===== src/rtl/fb_pkg.sv =====
// ---------------------------------------------------------------------------
// fb_pkg -- shared definitions for the frame-buffer arbiter.
//
// Contents:
//   FB_ADDR_W / FB_DATA_W : frame-buffer address and pixel widths.
//   gnt_e                 : per-cycle grant decision of the arbiter.
//   wr_entry_t            : one queued camera write (address + pixel).
// ---------------------------------------------------------------------------
package fb_pkg;

  localparam int FB_ADDR_W = 16;
  localparam int FB_DATA_W = 8;

  typedef enum logic [1:0] {
    GNT_IDLE,
    GNT_READ,
    GNT_WRITE,
    GNT_FORCE_WR
  } gnt_e;

  typedef struct packed {
    logic [FB_ADDR_W-1:0] addr;
    logic [FB_DATA_W-1:0] data;
  } wr_entry_t;

endpackage


===== src/rtl/fb_wr_fifo.sv =====
// ---------------------------------------------------------------------------
// fb_wr_fifo -- synchronous write-queue FIFO for the frame-buffer arbiter.
//
// Ports:
//   clk_25      in   pixel clock
//   rst         in   synchronous active-high reset (flushes contents)
//   push        in   push request; ignored while full, even if popping
//   push_entry  in   entry to enqueue
//   pop         in   pop request; ignored while empty
//   head        out  oldest entry (combinational read of the head slot)
//   full        out  DEPTH entries stored
//   empty       out  no entries stored
//   level       out  current occupancy, 0..DEPTH
//
// DEPTH must be a power of two (pointers wrap naturally), minimum 2.
// ---------------------------------------------------------------------------
module fb_wr_fifo
  import fb_pkg::*;
#(
  parameter  int DEPTH = 8,
  localparam int PTR_W = $clog2(DEPTH),
  localparam int LVL_W = PTR_W + 1
) (
  input  logic             clk_25,
  input  logic             rst,
  input  logic             push,
  input  wr_entry_t        push_entry,
  input  logic             pop,
  output wr_entry_t        head,
  output logic             full,
  output logic             empty,
  output logic [LVL_W-1:0] level
);

  wr_entry_t        mem_q [DEPTH];
  logic [PTR_W-1:0] wr_ptr_q, wr_ptr_d;
  logic [PTR_W-1:0] rd_ptr_q, rd_ptr_d;
  logic [LVL_W-1:0] level_q, level_d;
  logic             push_ok, pop_ok;

  assign full    = (level_q == LVL_W'(DEPTH));
  assign empty   = (level_q == '0);
  assign level   = level_q;
  assign head    = mem_q[rd_ptr_q];
  assign push_ok = push && !full;
  assign pop_ok  = pop && !empty;

  // NOTE: every variable assigned in always_comb gets a default on entry, so
  // no path leaves it unassigned and no latch is inferred.
  always_comb begin
    wr_ptr_d = wr_ptr_q;
    rd_ptr_d = rd_ptr_q;
    level_d  = level_q;
    if (push_ok) wr_ptr_d = wr_ptr_q + PTR_W'(1);
    if (pop_ok)  rd_ptr_d = rd_ptr_q + PTR_W'(1);
    case ({push_ok, pop_ok})
      2'b10:   level_d = level_q + LVL_W'(1);
      2'b01:   level_d = level_q - LVL_W'(1);
      default: level_d = level_q;
    endcase
  end

  // NOTE: sequential state is updated with non-blocking assignments only, so
  // every flop samples the values from before the clock edge.
  always_ff @(posedge clk_25) begin
    if (rst) begin
      wr_ptr_q <= '0;
      rd_ptr_q <= '0;
      level_q  <= '0;
    end else begin
      wr_ptr_q <= wr_ptr_d;
      rd_ptr_q <= rd_ptr_d;
      level_q  <= level_d;
    end
  end

  // NOTE: the storage array is deliberately not reset; the pointers and level
  // define which slots are meaningful, so a flush only needs those cleared.
  always_ff @(posedge clk_25) begin
    if (push_ok) mem_q[wr_ptr_q] <= push_entry;
  end

endmodule


===== src/rtl/fb_arbiter.sv =====
// ---------------------------------------------------------------------------
// fb_arbiter -- shares one single-port frame-buffer RAM between the VGA
// pixel-fetch reader (priority) and the camera capture writer (queued).
//
// Ports:
//   clk_25, rst            pixel clock, synchronous active-high reset
//   rd_req/rd_addr/rd_gnt  read request (level), address, combinational grant
//   rd_valid/rd_data       registered read return, 3 cycles after grant
//   wr_valid/wr_addr/wr_data/wr_ready  write offer into the queue
//   mem_addr/mem_we/mem_wdata          registered RAM command
//   mem_rdata              RAM read data, one cycle after the address
//   fifo_level             write-queue occupancy
//   starve_evt             forced write pre-empted a pending read this cycle
//   stat_rd/stat_wr/stat_force  grant counters, only with FB_ARB_STATS_EN
//
// Build option: define FB_ARB_STATS_EN to add the 32-bit statistics counters.
// ADDR_W/DATA_W must match FB_ADDR_W/FB_DATA_W, which size wr_entry_t.
// ---------------------------------------------------------------------------
module fb_arbiter
  import fb_pkg::*;
#(
  parameter  int ADDR_W     = FB_ADDR_W,
  parameter  int DATA_W     = FB_DATA_W,
  parameter  int FIFO_DEPTH = 8,
  parameter  int MAX_WAIT   = 15,
  localparam int LVL_W      = $clog2(FIFO_DEPTH) + 1
) (
  input  logic              clk_25,
  input  logic              rst,
  input  logic              rd_req,
  input  logic [ADDR_W-1:0] rd_addr,
  output logic              rd_gnt,
  output logic              rd_valid,
  output logic [DATA_W-1:0] rd_data,
  input  logic              wr_valid,
  input  logic [ADDR_W-1:0] wr_addr,
  input  logic [DATA_W-1:0] wr_data,
  output logic              wr_ready,
  output logic [ADDR_W-1:0] mem_addr,
  output logic              mem_we,
  output logic [DATA_W-1:0] mem_wdata,
  input  logic [DATA_W-1:0] mem_rdata,
  output logic [LVL_W-1:0]  fifo_level,
`ifdef FB_ARB_STATS_EN
  output logic [31:0]       stat_rd,
  output logic [31:0]       stat_wr,
  output logic [31:0]       stat_force,
`endif
  output logic              starve_evt
);

  localparam int              WAIT_W   = $clog2(MAX_WAIT + 1);
  localparam logic [WAIT_W-1:0] WAIT_MAX = WAIT_W'(MAX_WAIT);

  // ---------------- write queue ----------------
  wr_entry_t push_entry, head;
  logic      fifo_full, fifo_empty;
  logic      wr_gnt;

  assign push_entry = '{addr: wr_addr, data: wr_data};
  assign wr_ready   = !fifo_full;

  fb_wr_fifo #(.DEPTH(FIFO_DEPTH)) u_fifo (
    .clk_25     (clk_25),
    .rst        (rst),
    .push       (wr_valid),
    .push_entry (push_entry),
    .pop        (wr_gnt),
    .head       (head),
    .full       (fifo_full),
    .empty      (fifo_empty),
    .level      (fifo_level)
  );

  // ---------------- state ----------------
  logic [WAIT_W-1:0] wait_cnt_q, wait_cnt_d;
  logic [ADDR_W-1:0] mem_addr_q, mem_addr_d;
  logic [DATA_W-1:0] mem_wdata_q, mem_wdata_d;
  logic              mem_we_q, mem_we_d;
  logic              rd_p1_q, rd_p1_d;   // read address on the RAM bus
  logic              rd_p2_q, rd_p2_d;   // RAM data on mem_rdata
  logic              rd_valid_q, rd_valid_d;
  logic [DATA_W-1:0] rd_data_q, rd_data_d;
`ifdef FB_ARB_STATS_EN
  logic [31:0]       stat_rd_q, stat_rd_d;
  logic [31:0]       stat_wr_q, stat_wr_d;
  logic [31:0]       stat_force_q, stat_force_d;
`endif

  // ---------------- grant decision ----------------
  gnt_e gnt;

  // The starvation guard outranks the reader; rd_addr never enters here so
  // rd_gnt has no combinational path from the address bus.
  always_comb begin
    gnt = GNT_IDLE;
    if (!fifo_empty && (wait_cnt_q == WAIT_MAX)) gnt = GNT_FORCE_WR;
    else if (rd_req)                             gnt = GNT_READ;
    else if (!fifo_empty)                        gnt = GNT_WRITE;
  end

  assign rd_gnt     = (gnt == GNT_READ);
  assign wr_gnt     = (gnt == GNT_WRITE) || (gnt == GNT_FORCE_WR);
  assign starve_evt = (gnt == GNT_FORCE_WR) && rd_req;

  // ---------------- next state ----------------
  always_comb begin
    // Wait counter: time the queue head has been kept waiting.
    wait_cnt_d = wait_cnt_q;
    if (fifo_empty || wr_gnt)       wait_cnt_d = '0;
    else if (wait_cnt_q != WAIT_MAX) wait_cnt_d = wait_cnt_q + WAIT_W'(1);

    // RAM command: address and write data hold when not refreshed.
    mem_addr_d  = mem_addr_q;
    mem_wdata_d = mem_wdata_q;
    mem_we_d    = 1'b0;
    case (gnt)
      GNT_READ: mem_addr_d = rd_addr;
      GNT_WRITE, GNT_FORCE_WR: begin
        mem_we_d    = 1'b1;
        mem_addr_d  = head.addr;
        mem_wdata_d = head.data;
      end
      default: ;
    endcase

    // Fixed-latency read return: grant -> address -> RAM data -> capture.
    rd_p1_d    = rd_gnt;
    rd_p2_d    = rd_p1_q;
    rd_valid_d = rd_p2_q;
    rd_data_d  = rd_p2_q ? mem_rdata : rd_data_q;

`ifdef FB_ARB_STATS_EN
    stat_rd_d    = stat_rd_q    + (rd_gnt ? 32'd1 : 32'd0);
    stat_wr_d    = stat_wr_q    + (wr_gnt ? 32'd1 : 32'd0);
    stat_force_d = stat_force_q + ((gnt == GNT_FORCE_WR) ? 32'd1 : 32'd0);
`endif
  end

  // ---------------- registers ----------------
  always_ff @(posedge clk_25) begin
    if (rst) begin
      wait_cnt_q   <= '0;
      mem_addr_q   <= '0;
      mem_wdata_q  <= '0;
      mem_we_q     <= 1'b0;
      rd_p1_q      <= 1'b0;
      rd_p2_q      <= 1'b0;
      rd_valid_q   <= 1'b0;
      rd_data_q    <= '0;
`ifdef FB_ARB_STATS_EN
      stat_rd_q    <= '0;
      stat_wr_q    <= '0;
      stat_force_q <= '0;
`endif
    end else begin
      wait_cnt_q   <= wait_cnt_d;
      mem_addr_q   <= mem_addr_d;
      mem_wdata_q  <= mem_wdata_d;
      mem_we_q     <= mem_we_d;
      rd_p1_q      <= rd_p1_d;
      rd_p2_q      <= rd_p2_d;
      rd_valid_q   <= rd_valid_d;
      rd_data_q    <= rd_data_d;
`ifdef FB_ARB_STATS_EN
      stat_rd_q    <= stat_rd_d;
      stat_wr_q    <= stat_wr_d;
      stat_force_q <= stat_force_d;
`endif
    end
  end

  assign mem_addr  = mem_addr_q;
  assign mem_we    = mem_we_q;
  assign mem_wdata = mem_wdata_q;
  assign rd_valid  = rd_valid_q;
  assign rd_data   = rd_data_q;
`ifdef FB_ARB_STATS_EN
  assign stat_rd    = stat_rd_q;
  assign stat_wr    = stat_wr_q;
  assign stat_force = stat_force_q;
`endif

endmodule


===== config.mk =====
export PLATFORM = sky130hd
export DESIGN_NAME = fb_arbiter
export DESIGN_NICKNAME = d
export VERILOG_FILES = /design/src/rtl/fb_pkg.sv /design/src/rtl/fb_wr_fifo.sv /design/src/rtl/fb_arbiter.sv
export SDC_FILE = /design/constraint.sdc
export NUM_CORES = 1
export LEC_CHECK = 0
export CORE_ASPECT_RATIO = 1.4
export CORE_UTILIZATION = 40
export DETAILED_ROUTE_END_ITERATION = 6
export PLACE_DENSITY_LB_ADDON = 0.3
export SYNTH_ARGS = -nofsm -noshare
export SYNTH_HDL_FRONTEND = slang
export SYNTH_SLANG_ARGS = --single-unit

===== constraint.sdc =====
create_clock -name clk_25 -period 4.39 [get_ports clk_25]
set_input_delay 1.317 -clock clk_25 [delete_from_list [all_inputs] [get_ports clk_25]]
set_output_delay 1.317 -clock clk_25 [all_outputs]
set_load 0.05 [all_outputs]

==> images/m1.png <==
Drawn at 2 px/um. Supply wires on this layer in grey.
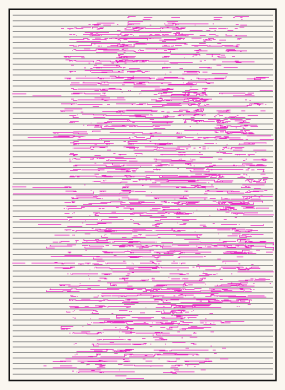
longest straight run = 64.9 um
nets with wire on the layer = 612

==> images/congestion_map.png <==
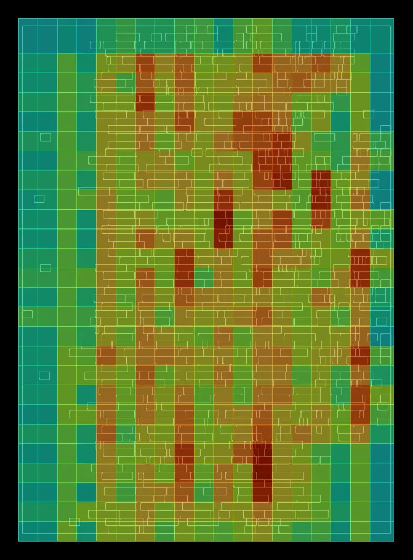
met2 Usage GRT: 29.3%
peak-usage layer in the global routing report: met2
Global Route met1 Usage: 19.5%
total global-route track usage: 15.9%

registers in the layout (all words and copies together) (netlist names), named ones only:
signal	flops
mem_addr	16
mem_wdata	8
mem_we	1
rd_data	8
rd_p1_q	1
rd_p2_q	1
rd_valid	1
u_fifo.level	4
u_fifo.mem_q	192
u_fifo.rd_ptr_q	3
u_fifo.wr_ptr_q	3
wait_cnt_q	4
cell usage in the layout, fill, tap and decap left out, drive strengths merged, types with 4 or more instances in the layout:
master	synthesis	routed
edfxtp	192	192
clkdlybuf4s50	0	89
dfxtp	53	53
nor2	49	49
mux4	48	48
mux2i	33	33
clkbuf	9	29
nor3	19	19
buf	22	17
a2111oi	15	15
a211oi	9	9
clkinv	0	9
a21oi	7	7
nand2	7	7
ha	6	6
o21ai	6	6
xor2	5	5
nand3	5	5
inv	4	5
nor2b	4	4
==> results.env <==
GLOBAL_ROUTE_WIRE_LENGTH_BEFORE_REPAIR_MM=29.7
FINAL_MIN_PERIOD_OVER_CLOCK_PERIOD_PCT=86.3
LAYOUT.COMB_GATES.MULTI_INPUT=230
FF_LATCH_AREA_UM2=6830
ACHIEVABLE-FREQUENCY_MHz=264
WORST-ENDPOINT-ARRIVAL_NS=2.47
SYNTH.YOSYS.NUM_CELLS=510
PEAKVDDDROP_mV=0.412
RUN_STATUS='finished, final reports clean'
FINALWORSTPATHREQUIREDPERIOD_NS=3.79
STARTPOINT='rd_req'
TOTAL_STANDARD_CELL_AREA_AFTER_SYNTHESIS_UM2=9550
FINAL.SETUP.TNS_NS=0
CORE_REGION_AREA_UM2=23400
LAYOUT-AREA-OVERHEAD-VS-SYNTH_PCT=20.6
GR-USAGE-MET3_PCT=1.97
SYN_NETS=568
P_COMB_mW=1.56
MET2_WIRELENGTH_MM=9.79
TOPCELLSBYAREA='edfxtp_1 (60%), dfxtp_1 (11%), mux4_2 (8.7%)'
CTS_ROOT_BUFFER='clkbuf_16'
WORSTREGTOREGCELLS=9
SYNTH_CELLS=510
CP.REQUIRED_NS=3.07
POSTCTSSETUPBUFFERS=0
GP_CONGESTION=0.724
PLACEMENT.IO_BUFFERS=92
STDCELL_AREA_UM2=11500
TRITONCTS_CLOCK_TREE='yes'
DIE_X_UM=133
TIMING.CRITICAL_PATH.FROM_TYPE='primary input'
YOSYS-MUX-AREA-FRACTION_PCT=15.3
WORSTPATHMAXFANOUT=18
NON_CLOCK_BUFFER_COUNT=106
WORSTHOLDPATHCELLS=1
COMBGATEAREA_UM2=2500
PLACEMENT.CELL_AREA_UM2=10800
WORST_HOLD_SLACK_ACROSS_ALL_ENDPOINTS_NS=0.481
YS_WARN_COUNT=0
ROUTEDLENGTHMET1_MM=8.15
